layer_met3.png
The bar under the picture is 20 um long.
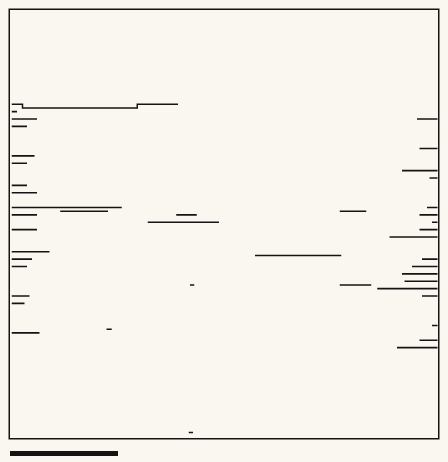
wires.png
The bar under the picture is 20 um long.
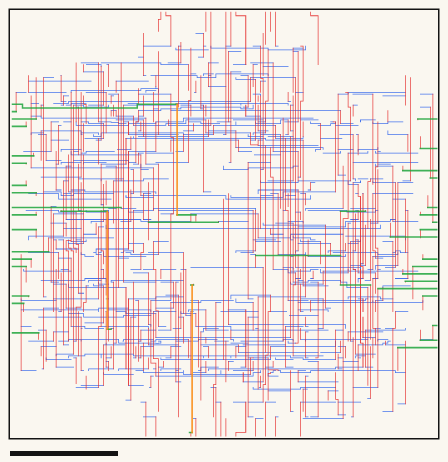
placement.png
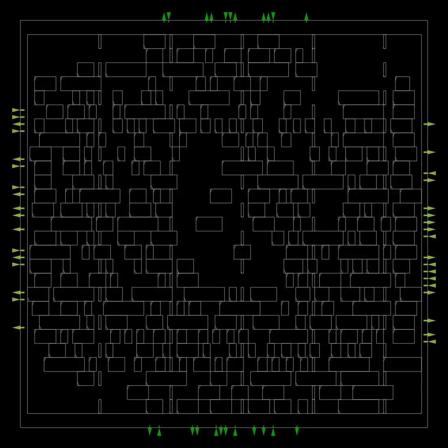
==> src/rtl/ext_stage_pkg.sv <==
// Shared constants for the immediate-extension stage: mode encodings and default geometry.
package ext_stage_pkg;

    localparam int EXT_OP_W = 2;

    typedef enum logic [EXT_OP_W-1:0] {
        EXT_ZERO = 2'd0,
        EXT_SIGN = 2'd1,
        EXT_LUI  = 2'd2,
        EXT_SHL2 = 2'd3
    } ext_op_e;

    localparam int EXT_IN_W_DEF   = 16;
    localparam int EXT_OUT_W_DEF  = 32;
    localparam int EXT_STAGES_MAX = 3;

endpackage

==> src/rtl/ext_stage_if.sv <==
// Decode-side handshake into the extender and the staged result handed to the D/E register.
interface ext_stage_if
    import ext_stage_pkg::*;
#(
    parameter int IN_W  = EXT_IN_W_DEF,
    parameter int OUT_W = EXT_OUT_W_DEF
) ();

    logic                in_valid;
    logic [IN_W-1:0]     in_imm;
    logic [EXT_OP_W-1:0] in_op;
    logic                stall;
    logic                flush;
    logic                out_valid;
    logic [OUT_W-1:0]    out_imm;
    logic [EXT_OP_W-1:0] out_op;

    modport master (
        output in_valid, in_imm, in_op, stall, flush,
        input  out_valid, out_imm, out_op
    );

    modport slave (
        input  in_valid, in_imm, in_op, stall, flush,
        output out_valid, out_imm, out_op
    );

endinterface

==> src/rtl/ext_stage_core.sv <==
// Combinational immediate extender: zero, sign, upper-immediate and sign-extend-shift-by-2.
module ext_core
    import ext_stage_pkg::*;
#(
    parameter int IN_W  = EXT_IN_W_DEF,
    parameter int OUT_W = EXT_OUT_W_DEF
) (
    input  logic [IN_W-1:0]     imm_i,
    input  logic [EXT_OP_W-1:0] op_i,
    output logic [OUT_W-1:0]    ext_o
);

    // SHL2 drops the top two sign bits, so it needs at least two bits of headroom.
    if (OUT_W < IN_W + 2) begin : g_bad_width
        $error("ext_core: OUT_W must be at least IN_W+2");
    end

    logic [OUT_W-1:0] sext;

    assign sext = {{(OUT_W-IN_W){imm_i[IN_W-1]}}, imm_i};

    always_comb begin
        ext_o = '0;
        case (op_i)
            EXT_ZERO: ext_o = {{(OUT_W-IN_W){1'b0}}, imm_i};
            EXT_SIGN: ext_o = sext;
            EXT_LUI:  ext_o = {imm_i, {(OUT_W-IN_W){1'b0}}};
            EXT_SHL2: ext_o = {sext[OUT_W-3:0], 2'b00};
            default:  ext_o = '0;
        endcase
    end

endmodule

==> src/rtl/ext_stage.sv <==
// Immediate extender followed by 0..3 stall/flush-aware register slices so the extended
// value stays aligned with the instruction slot it belongs to.
module ext_stage
    import ext_stage_pkg::*;
#(
    parameter int IN_W   = EXT_IN_W_DEF,
    parameter int OUT_W  = EXT_OUT_W_DEF,
    parameter int STAGES = 1
) (
    input  logic        clk,
    input  logic        reset,
    ext_stage_if.slave  ext
);

    if (STAGES < 0 || STAGES > EXT_STAGES_MAX) begin : g_bad_stages
        $error("ext_stage: STAGES must be in 0..3");
    end

    logic [OUT_W-1:0] core_imm;

    ext_core #(
        .IN_W  (IN_W),
        .OUT_W (OUT_W)
    ) u_core (
        .imm_i (ext.in_imm),
        .op_i  (ext.in_op),
        .ext_o (core_imm)
    );

    // Index 0 is the unregistered core result; index k+1 is the output of slice k.
    logic [STAGES:0]                    chain_vld;
    logic [STAGES:0][OUT_W-1:0]         chain_imm;
    logic [STAGES:0][EXT_OP_W-1:0]      chain_op;

    assign chain_vld[0] = ext.in_valid;
    assign chain_imm[0] = core_imm;
    assign chain_op[0]  = ext.in_op;

    for (genvar k = 0; k < STAGES; k++) begin : g_slice
        logic                vld_q, vld_d;
        logic [OUT_W-1:0]    imm_q, imm_d;
        logic [EXT_OP_W-1:0] op_q,  op_d;

        // Invalid slots carry zero data so consumers never see a stale immediate.
        always_comb begin
            vld_d = vld_q;
            imm_d = imm_q;
            op_d  = op_q;
            if (ext.flush) begin
                vld_d = 1'b0;
                imm_d = '0;
                op_d  = '0;
            end else if (!ext.stall) begin
                vld_d = chain_vld[k];
                imm_d = chain_vld[k] ? chain_imm[k] : '0;
                op_d  = chain_vld[k] ? chain_op[k]  : '0;
            end
        end

        always_ff @(posedge clk) begin
            if (reset) begin
                vld_q <= 1'b0;
                imm_q <= '0;
                op_q  <= '0;
            end else begin
                vld_q <= vld_d;
                imm_q <= imm_d;
                op_q  <= op_d;
            end
        end

        assign chain_vld[k+1] = vld_q;
        assign chain_imm[k+1] = imm_q;
        assign chain_op[k+1]  = op_q;
    end

    // With no slices the control inputs are intentionally ignored.
    if (STAGES == 0) begin : g_comb_only
        logic unused_ctrl;
        assign unused_ctrl = ^{clk, reset, ext.stall, ext.flush};
    end

    assign ext.out_valid = chain_vld[STAGES];
    assign ext.out_imm   = chain_imm[STAGES];
    assign ext.out_op    = chain_op[STAGES];

endmodule

==> src/flat_wrapper.sv <==
// flat-port wrapper written by rule: the top's interface ports become plain ports
module ext_stage_flat import ext_stage_pkg::*;
#(
    parameter int IN_W   = EXT_IN_W_DEF,
    parameter int OUT_W  = EXT_OUT_W_DEF,
    parameter int STAGES = 1
)
  (clk, reset, ext_in_valid, ext_in_imm, ext_in_op, ext_stall, ext_flush, ext_out_valid, ext_out_imm, ext_out_op);
  ext_stage_if #(.IN_W(IN_W), .OUT_W(OUT_W)) ext_i ();
  input  logic clk;
  input  logic reset;
  input wire logic [$bits(ext_i.in_valid)-1:0] ext_in_valid;
  input wire logic [$bits(ext_i.in_imm)-1:0] ext_in_imm;
  input wire logic [$bits(ext_i.in_op)-1:0] ext_in_op;
  input wire logic [$bits(ext_i.stall)-1:0] ext_stall;
  input wire logic [$bits(ext_i.flush)-1:0] ext_flush;
  output wire logic [$bits(ext_i.out_valid)-1:0] ext_out_valid;
  output wire logic [$bits(ext_i.out_imm)-1:0] ext_out_imm;
  output wire logic [$bits(ext_i.out_op)-1:0] ext_out_op;
  assign ext_i.in_valid = ext_in_valid;
  assign ext_i.in_imm = ext_in_imm;
  assign ext_i.in_op = ext_in_op;
  assign ext_i.stall = ext_stall;
  assign ext_i.flush = ext_flush;
  assign ext_out_valid = ext_i.out_valid;
  assign ext_out_imm = ext_i.out_imm;
  assign ext_out_op = ext_i.out_op;
  ext_stage #(.IN_W(IN_W), .OUT_W(OUT_W), .STAGES(STAGES)) u_core (.clk(clk), .reset(reset), .ext(ext_i));
endmodule
==> config.mk <==
export PLATFORM = sky130hd
export DESIGN_NAME = ext_stage_flat
export DESIGN_NICKNAME = d
export VERILOG_FILES = /design/src/rtl/ext_stage_pkg.sv /design/src/rtl/ext_stage_if.sv /design/src/rtl/ext_stage_core.sv /design/src/rtl/ext_stage.sv /design/src/flat_wrapper.sv
export SDC_FILE = /design/constraint.sdc
export NUM_CORES = 1
export LEC_CHECK = 0
export ABC_AREA = 1
export CAP_MARGIN = 30
export CELL_PAD_IN_SITES_DETAIL_PLACEMENT = 1
export CELL_PAD_IN_SITES_GLOBAL_PLACEMENT = 1
export CORE_UTILIZATION = 28
export DETAILED_ROUTE_END_ITERATION = 10
export GPL_TIMING_DRIVEN = 0
export PLACE_DENSITY = 0.86
export REMOVE_ABC_BUFFERS = 1
export SETUP_SLACK_MARGIN = 0.15
export SLEW_MARGIN = 25
export SYNTH_ARGS = -nofsm -noshare
export SYNTH_HDL_FRONTEND = slang
export SYNTH_SLANG_ARGS = --single-unit
==> constraint.sdc <==
create_clock -name clk -period 0.8 [get_ports clk]
set_input_delay 0.12 -clock clk [delete_from_list [all_inputs] [get_ports clk]]
set_output_delay 0.12 -clock clk [all_outputs]
set_load 0.01 [all_outputs]
==> run summary <==
Outcome - complete, but fails checks
Failing checks - negative setup slack
Syn-to-layout area delta - 63.9%
Dominant flop cell - dfxtp_1
Startpoint Class - flip-flop
Setup Skew - 0 ns
Clock Sinks - 35
Cell count listed in synth_stat.txt - 224
Routed length on met2 - 3270 um
Via density - 4.75
Wire per inst - 17.0 um
Crit path depth - 1
CTS buffer count - 5
EDFF count, synth - 0
Hold Fails Final Rpt - 0
Met2 Use GR - 38.3%
Vias in the first global route - 1807
Routability cong. - 0.717
Syn Area/Cell - 7.40 um^2
Total grt overflow - 0
Cts repair resizes - 284
Mux share - 0%
Asr flop ratio synth - 0%
Final setup vio count - 35
Power density over the cells - 1450 nW/um^2
R2R Setup Slk - 0.01 ns
Reg2reg path depth - 4
Worst setup path endpoint - ext_out_imm[10]
Setup_tns - -1.42 ns
Worst Hold End - u_core.ext.out_op[1]$_SDFFE_PP0N_
Core Util at FP - 29.5%
Critical Path AT - 0.74 ns
Main kind of combinational logic by area - AND-OR/OR-AND gates
HPWL after DPL - 3190 um
Post-CTS setup buffer count - 4
WP buf/inv - 1
#FFs+latches synth - 35
Synth top area cells - dfxtp_1 (42%), nand2_1 (18%), a21oi_1 (7.3%), a21oi_2 (5.8%), buf_6 (5.4%)
Final period utilization - 107%
FF-to-FF End - u_core.ext.out_imm[1]$_SDFFE_PP0N_
Hold path cells - 3
Cell variety after synth - 18
Yosys aoi share - 23.6%
Max-slew violation count - 0
CTS tree - yes
PnR worst setup slack - -0.0584 ns
Worst-path clk slew - 0.07 ns
Die X - 78.9 um
Input/output buffers - 57
CORE AREA - 5610 um^2
Std cell rows - 27
Inst Count DP - 338
Iteration count of the initial detailed-routing pass - 4
Cells after synthesis - 224
Worst vdd ir - 0.718 mV
Total Routing Usage GR - 20.4%
Adder Area Share - 0%
R2R Path Start - u_core.ext.out_imm[1]$_SDFFE_PP0N_
Worst Hold Slack - 0.158 ns
Crit path kind - reg -> out
List of most frequent post-synthesis cells - nand2_1 (81), dfxtp_1 (35), a21oi_1 (24)
ANT cells - 0
Top layer used by detailed routing - met4
Top-Level Pins - 58
Most numerous logic cell after layout - nand2_1
Antenna violations before repair - 0
Final min period - 0.858 ns
Met3 usage - 2.87%
Worst EP required - 0.68 ns
Xor/xnor share - 0%
Worst setup EP type - output pin
Cell with the most instances after synthesis - nand2_1
Synth Warn # - 0
Worst slew margin - 86.0%
Layout cell share with drive strength beyond 1 - 54.8%
RSZ-0062 raised after global routing - true
Post-route ant nets - 0
Global route hottest layer - met2
Depth of the CTS H-tree - 2
Worst Path Max Fanout - 2
Die Ht - 78.9 um
First-pass GRT wire length - 9560 um
Slowest stage delay, CP - 0.36 ns
Worst min-delay path class - in -> reg
Met1 Resource Use GR - 23.6%
Max-cap viol count - 0
Final #Nets - 316
M1 wire length - 2670 um
Top cell type by total area after synthesis - dfxtp_1
Total Routed Length - 6230 um
Overall Power - 0.00392 W
DR vias - 1737
Clk_lat worst skew - 0.28 ns
Met3 Wirelength - 229 um
Top cells excl fill/tap - nand2_1 (73), buf_6 (44), dfxtp_2 (35), a21oi_2 (23), dlygate4sd2_1 (15)
CTS Root Cell - clkbuf_8
Pin count of the biggest net entering global routing - 37
Leak - 1.11 nW
Timing startpoint of the critical path - u_core.ext.out_imm[10]$_SDFFE_PP0N_
Yosys chip area - 1660 um^2
# DRC - 0
Largest register FFs - 32
Worst-Margin Slew - 0.210 ns
Cell Area, Synth - 1660 um^2
Die Area - 6230 um^2
Maximum clock rate - 1.16 GHz
Critical path's top delay family - flip-flops
Basic Gates by Area - 22.6%
Deepest clock path buffer count - 2
Origin of the worst min-delay path - ext_in_op[1]
Tool Warnings - 27
Sequential area share after synthesis - 42.3%
Notes on layer_met3.png above:
wire length on this layer	229 um
longest straight run	21.2 um
nets with wire on the layer	39
main direction	horizontal

Notes on wires.png above:
layer	colour	wire length
metal 4	orange	69.4 um
metal 2	red	3270 um
metal 3	green	229 um
metal 1	blue	2670 um

Notes on placement.png above:
Final Util: 48.4%
fraction of area in registers: 27.4%
flop count: 35
Non-Filler Instances: 366

final cells by class:
| type | count | area (um^2) |
|---|---|---|
| clock buffers | 8 | 100 |
| fillers | 695 | 2890 |
| inverters | 18 | 91.3 |
| multi-input cells | 164 | 968 |
| flip-flops and latches | 35 | 744 |
| well taps | 72 | 90.1 |
| repair buffers | 68 | 709 |
| repair inverters | 1 | 11.3 |
per-stage QoR:
step,worst slack (ns),area [um^2],util (%)
3_3_place_gp,-1.41,2200,39.2
6_report,-0.0584,2720,48.4
5_1_grt,-0.0907,2720,48.4
3_5_place_dp,-0.898,2190,39.1
4_1_cts,-0.0571,2530,45.2
2_1_floorplan,-0.300,1540,-
where the power goes:
part	switching [W]	internal (W)
registers	0.0000236	0.00178
clock network	0.000636	0.000787
logic	0.000421	0.000279
Power figures rest on the tool's default switching activity, not on a simulated workload.
